File: config.mk
export PLATFORM = sky130hd
export DESIGN_NAME = lsu_mem_if
export DESIGN_NICKNAME = d
export VERILOG_FILES = /design/src/rtl/lsu_mem_if.sv
export SDC_FILE = /design/constraint.sdc
export NUM_CORES = 1
export LEC_CHECK = 0
export ABC_CLOCK_PERIOD_IN_PS = 2800
export CAP_MARGIN = 10
export CORE_ASPECT_RATIO = 2
export CORE_MARGIN = 1.5
export CORE_UTILIZATION = 45
export CTS_BUF_LIST = sky130_fd_sc_hd__clkbuf_16
export CTS_CLUSTER_DIAMETER = 40
export DETAILED_ROUTE_END_ITERATION = 16
export GPL_ROUTABILITY_DRIVEN = 1
export PLACE_DENSITY = 0.81
export SLEW_MARGIN = 5
export SYNTH_ARGS = -nofsm -noshare
export SYNTH_HDL_FRONTEND = slang
export SYNTH_SLANG_ARGS = --single-unit
export TNS_END_PERCENT = 5
File: constraint.sdc
create_clock -name clk -period 2.8 [get_ports clk]
set_input_delay 0.28 -clock clk [delete_from_list [all_inputs] [get_ports clk]]
set_output_delay 0.28 -clock clk [all_outputs]
set_load 0.01 [all_outputs]
File: src/rtl/lsu_mem_if.sv
// -----------------------------------------------------------------------------
// lsu_mem_if -- load/store unit between the single-cycle datapath and a
// word-addressed request/grant/response data-memory bus.
//
// An access is sampled from the datapath when IDLE sees lsu_req. It is then
// either rejected at once with lsu_misalign set, or issued on the bus. The
// access completes with a one-cycle lsu_done pulse. lsu_busy stalls the PC
// until that pulse.
//
// Ports
//   clk, nrst        clock, asynchronous active-low reset
//   lsu_req/we       access request (held until lsu_done), 1=store
//   lsu_funct3       LB/LH/LW/LBU/LHU, SB/SH/SW encoding
//   lsu_addr/wdata   byte effective address, store data (rs2)
//   lsu_rdata        extended load data, valid with lsu_done
//   lsu_done         completion pulse
//   lsu_busy         combinational stall (lsu_req & ~lsu_done)
//   lsu_misalign     with lsu_done: misaligned/illegal, no bus access made
//   lsu_bus_err      with lsu_done: bus error response or watchdog timeout
//   bus_req..wdata   registered bus request fields (word address, byte enables)
//   bus_gnt          request accepted
//   bus_rvalid       response valid; bus_rdata/bus_err qualified by it
// -----------------------------------------------------------------------------
module lsu_mem_if #(
  parameter int TIMEOUT_CYCLES = 16,
  parameter int TIMER_W        = 8
) (
  input  logic        clk,
  input  logic        nrst,
  input  logic        lsu_req,
  input  logic        lsu_we,
  input  logic [2:0]  lsu_funct3,
  input  logic [31:0] lsu_addr,
  input  logic [31:0] lsu_wdata,
  output logic [31:0] lsu_rdata,
  output logic        lsu_done,
  output logic        lsu_busy,
  output logic        lsu_misalign,
  output logic        lsu_bus_err,
  output logic        bus_req,
  output logic        bus_we,
  output logic [31:0] bus_addr,
  output logic [3:0]  bus_be,
  output logic [31:0] bus_wdata,
  input  logic        bus_gnt,
  input  logic        bus_rvalid,
  input  logic [31:0] bus_rdata,
  input  logic        bus_err
);

  typedef enum logic [1:0] {S_IDLE, S_REQ, S_WAIT, S_DONE} state_t;

  state_t             state, state_nxt;
  logic [TIMER_W-1:0] timer;
  logic [2:0]         f3_q;
  logic [1:0]         off_q;

  logic accept, reject, resp, timeout, timer_hit;

  // Misaligned access or funct3 that has no meaning for the direction.
  function automatic logic is_bad(input logic we, input logic [2:0] f3,
                                  input logic [1:0] a);
    logic illegal, misal;
    if (we) illegal = f3[2] | (f3[1:0] == 2'b11);
    else    illegal = (f3[1:0] == 2'b11) | (f3 == 3'b110);
    misal = ((f3[1:0] == 2'b01) & a[0]) | ((f3[1:0] == 2'b10) & (a != 2'b00));
    return illegal | misal;
  endfunction

  function automatic logic [3:0] byte_en(input logic [1:0] sz, input logic [1:0] a);
    case (sz)
      2'b00:   return 4'b0001 << a;
      2'b01:   return a[1] ? 4'b1100 : 4'b0011;
      default: return 4'b1111;
    endcase
  endfunction

  // Store data is replicated across all lanes so the byte enables alone pick it.
  function automatic logic [31:0] lane_data(input logic [1:0] sz, input logic [31:0] w);
    case (sz)
      2'b00:   return {4{w[7:0]}};
      2'b01:   return {2{w[15:0]}};
      default: return w;
    endcase
  endfunction

  function automatic logic [31:0] load_ext(input logic [2:0] f3, input logic [1:0] a,
                                           input logic [31:0] w);
    logic [31:0] sh;
    sh = w >> {a, 3'b000};
    case (f3)
      3'b000:  return {{24{sh[7]}}, sh[7:0]};
      3'b100:  return {24'd0, sh[7:0]};
      3'b001:  return {{16{sh[15]}}, sh[15:0]};
      3'b101:  return {16'd0, sh[15:0]};
      default: return w;
    endcase
  endfunction

  assign timer_hit = (TIMEOUT_CYCLES != 0) && (timer == TIMER_W'(TIMEOUT_CYCLES - 1));

  always_comb begin
    state_nxt = state;
    accept    = 1'b0;
    reject    = 1'b0;
    resp      = 1'b0;
    timeout   = 1'b0;
    case (state)
      S_IDLE: begin
        if (lsu_req) begin
          accept = 1'b1;
          if (is_bad(lsu_we, lsu_funct3, lsu_addr[1:0])) begin
            reject    = 1'b1;
            state_nxt = S_DONE;
          end else begin
            state_nxt = S_REQ;
          end
        end
      end
      S_REQ: begin
        // A same-cycle response wins over the watchdog expiring.
        if (bus_gnt && bus_rvalid) begin
          resp      = 1'b1;
          state_nxt = S_DONE;
        end else if (timer_hit) begin
          timeout   = 1'b1;
          state_nxt = S_DONE;
        end else if (bus_gnt) begin
          state_nxt = S_WAIT;
        end
      end
      S_WAIT: begin
        if (bus_rvalid) begin
          resp      = 1'b1;
          state_nxt = S_DONE;
        end else if (timer_hit) begin
          timeout   = 1'b1;
          state_nxt = S_DONE;
        end
      end
      default: state_nxt = S_IDLE;  // DONE: lsu_req deliberately ignored
    endcase
  end

  always_ff @(posedge clk or negedge nrst) begin
    if (!nrst) begin
      state        <= S_IDLE;
      timer        <= '0;
      f3_q         <= '0;
      off_q        <= '0;
      bus_req      <= 1'b0;
      bus_we       <= 1'b0;
      bus_addr     <= '0;
      bus_be       <= '0;
      bus_wdata    <= '0;
      lsu_rdata    <= '0;
      lsu_misalign <= 1'b0;
      lsu_bus_err  <= 1'b0;
    end else begin
      state   <= state_nxt;
      bus_req <= (state_nxt == S_REQ);

      if (accept) begin
        timer <= '0;
        f3_q  <= lsu_funct3;
        off_q <= lsu_addr[1:0];
        if (reject) begin
          lsu_misalign <= 1'b1;
        end else begin
          bus_we    <= lsu_we;
          bus_addr  <= {lsu_addr[31:2], 2'b00};
          bus_be    <= byte_en(lsu_funct3[1:0], lsu_addr[1:0]);
          bus_wdata <= lsu_we ? lane_data(lsu_funct3[1:0], lsu_wdata) : 32'd0;
        end
      end else if (state == S_REQ || state == S_WAIT) begin
        timer <= timer + TIMER_W'(1);
      end

      if (resp) begin
        lsu_bus_err <= bus_err;
        lsu_rdata   <= (bus_err || bus_we) ? 32'd0 : load_ext(f3_q, off_q, bus_rdata);
      end
      if (timeout) begin
        lsu_bus_err <= 1'b1;
        lsu_rdata   <= '0;
      end

      // Status outputs are pulses that live only in DONE.
      if (state == S_DONE) begin
        lsu_rdata    <= '0;
        lsu_misalign <= 1'b0;
        lsu_bus_err  <= 1'b0;
      end
    end
  end

  assign lsu_done = (state == S_DONE);
  assign lsu_busy = lsu_req & ~lsu_done;

endmodule

Fig. 1: routed metal per tile
Drawn at 3 px/um. 17 x 33 tiles, from black (low) to pale yellow (high), scaled to the fullest tile. Values are wire area over tile area, all layers added.
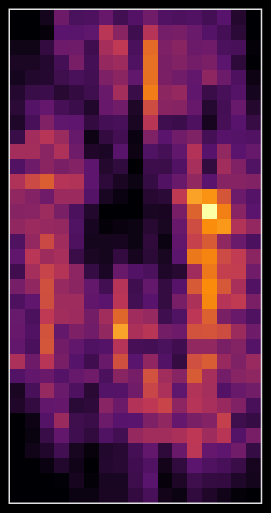
9.4% of the tiles are over half the peak. 5.9% of the tiles are nearly empty. The mean over all tiles is 0.22. The emptiest ninth of the die: bottom left.

Fig. 2: cells by drive strength
Drawn at 4 px/um.
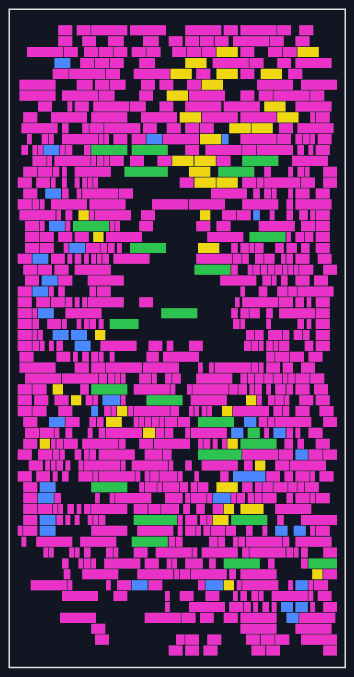
Key: magenta = drive 1 or less [cells 710, share 88%]; yellow = drive 3 to 4 [cells 40, share 4.9%]; blue = drive 2 [cells 36, share 4.4%]; green = drive 6 and up [cells 23, share 2.8%]

==> run summary <==
status -> finished clean
routed vias -> 5,347
die area -> 0.0137 mm2
row count -> 58
Clock Path Buffers -> 2
initial drt markers -> 281
final WL -> 18,300 um
reg2reg path depth -> 8
Commonest flop -> dfrtp_1
number of port buffers -> 209
Async SR Flop Fraction -> 100%
setup TNS -> 0 ns
area delta synth->final -> 47.4%
total power -> 9.35 mW
critical path's top delay family -> AND-OR/OR-AND gates
setup repair bufs after CTS -> 0
Die Y -> 164 um
Unique cell types -> 48
power per cell area -> 1090 mW/mm2
HPWL Detailed -> 13,800 um
RSZ-0062 raised after global routing -> no
placed cell count -> 926
leading area contributor after synthesis -> dfrtp_1
total CTS buffers -> 17
Max IR drop VDD -> 0.000600 V
initial antenna violation count -> 0
Synth Area per Inst -> 9.84 um2
Critical Path End -> lsu_rdata[11]
worst-path cell chain -> inv_1 -> ha_1 -> inv_1 -> a2111o_1 -> nor3b_2 -> buf_4 -> nand2_1 -> o21ai_0
crit-path max cell delay -> 0.46 ns
CP dominant cell by count -> inv_1
vias in the first global route -> 5,575
Placed Instance Area -> 0.00802 mm2
Critical Path Sink Type -> register
CP max FO -> 32
flop2flop setup slack -> 0.52 ns
first-pass GRT wire length -> 28,300 um
DR WL/cell -> 19.0 um
CP startpoint -> state[0]
top area contributor share -> 50.1%
post-layout period usage of the worst path -> 81.5%
CP Class -> reg2reg
Max Clk Rate -> 0.438 GHz
Root Driver -> clkbuf_16
Core Area -> 0.0126 mm2
worst path arrival time -> 2.54 ns
min Tclk post-route -> 2.28 ns
Setup crit start kind -> register
Flops after synth -> 117
fin util -> 68.2%
main area contributors -> dfrtp_1 50%, nand2_1 8.7%, o21ai_0 6.3%, mux2_4 5.4%, a21oi_1 3.9%
Min-Delay Path Class -> in2async
DRC viols -> 0
CTS sink cnt -> 117
slowest library cell on the worst path -> ha_1
Max-Cap Viols -> 0
Seq/Total Area, Yosys -> 50.1%
global route total overflow -> 0
Synth Warn # -> 0
required time of the critical path -> 3.06 ns
post-route ant nets -> 0
clk_lat worst skew -> 0.41 ns
Slew headroom -> 43.3%
Final setup viols -> 0
Yosys Chip Area -> 0.00585 mm2
Setup Skew -> 0.00874 ns
FP Core Util -> 46.3%
FILL cells -> 986
most frequent cell after synthesis -> nand2_1
Final nets -> 907
overall routing resource usage -> 26.8%
final hold slack -> 0.357 ns
Final Cell Area -> 0.00862 mm2
reg-to-reg endpoint -> lsu_rdata[11]
Reg-to-Reg Start -> state[0]
TritonCTS clock tree -> yes
Leak -> 3.77 nW
fin. max-slew vios -> 0
final cell count without fillers -> 959
Die Wd -> 83.6 um
GP Congestion -> 0.911
CP bufs+invs -> 3
DR vias/cell -> 5.58
most frequent cells in the layout -> 208 x clkdlybuf4s50_1, 135 x nand2_1, 117 x dfrtp_1, 74 x o21ai_0, 45 x a21oi_1
Worst path depth -> 8
Final Hold Violation Tally -> 0
post-placement setup slack -> 0.390 ns
drt pass-1 iters -> 5
Fig. 3: sequential cells coloured by netlist name
Drawn at 3 px/um. Other sequential cells in the stronger grey, the rest of the logic in the fainter grey.
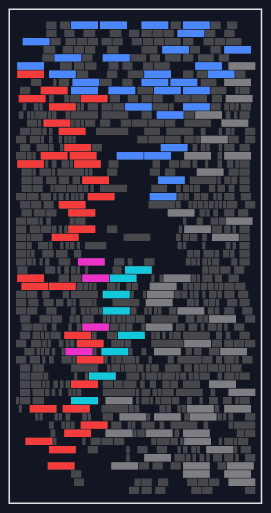
Key: blue = bus_addr [placed flops 30]; red = bus_wdata [placed flops 32, where a vertical strip on the left]; cyan = timer [placed flops 8]; magenta = bus_be [placed flops 4]
Another 43 sequential cells are not coloured.

-- sequential cells by signal, summed over array words and instances, names as in the netlist, 2 cells and up --
name       flops
bus_wdata     32
lsu_rdata     32
bus_addr      30
timer          8
bus_be         4
f3_q           3
off_q          2
state          2
-- worst min path at each step --
stage	end	depth (start not counted)	slack [ns]
finish	lsu_rdata[26]	2	0.36
global route	lsu_rdata[26]	2	0.39
CTS	lsu_rdata[23]	2	0.34
detailed placement	lsu_rdata[31]	1	0.23
global placement	lsu_rdata[29]	1	0.22
floorplan	bus_addr[10]	0	-0.02
-- cell families (layout without fill, tap and decap cells) --
family,Yosys count,after routing,synth area share [%]
other,1,2,0.0641
XOR/XNOR,5,5,0.749
flip-flops,117,117,50.1
AND/OR/NAND/NOR,202,202,15.1
adder cells (fa/ha/maj),5,5,1.07
multiplexers,61,61,13.0
AND-OR/OR-AND,159,159,15.7
buffers and inverters,44,258,4.24
-- final cells by class --
class	instances	area [um2]	share of cell area [%]
Multi-Input combinational cell	434	2680	31.1
Sequential cell	117	2930	34.0
Clock buffer	17	425	4.94
Timing Repair Buffer	222	2210	25.7
Tap cell	150	188	2.18
Clock inverter	15	164	1.90
Inverter	4	15.0	0.174
-- layer usage --
layer | GRT usage, % | wire, um | vias to the layer above
li1 | - | - | 2449
met1 | 26.6 | 6060 | 2545
met2 | 49.0 | 9990 | 281
met3 | 6.13 | 1080 | 72
met4 | 18.0 | 1130 | 0
met5 | 0 | 0 | -
-- power by group --
| part | internal [mW] | switching, mW |
|---|---|---|
| registers | 2.45 | 0.540 |
| logic | 2.21 | 2.00 |
| clock network | 1.39 | 0.776 |
| total | 6.04 | 3.32 |
-- timing repair --
item,in CTS,in global routing
endpoints found under the hold margin,29,0
hold buffers,1,0
endpoints found under the setup margin,0,0
gates resized,0,0
Power figures rest on the tool's default switching activity, not on a simulated workload.
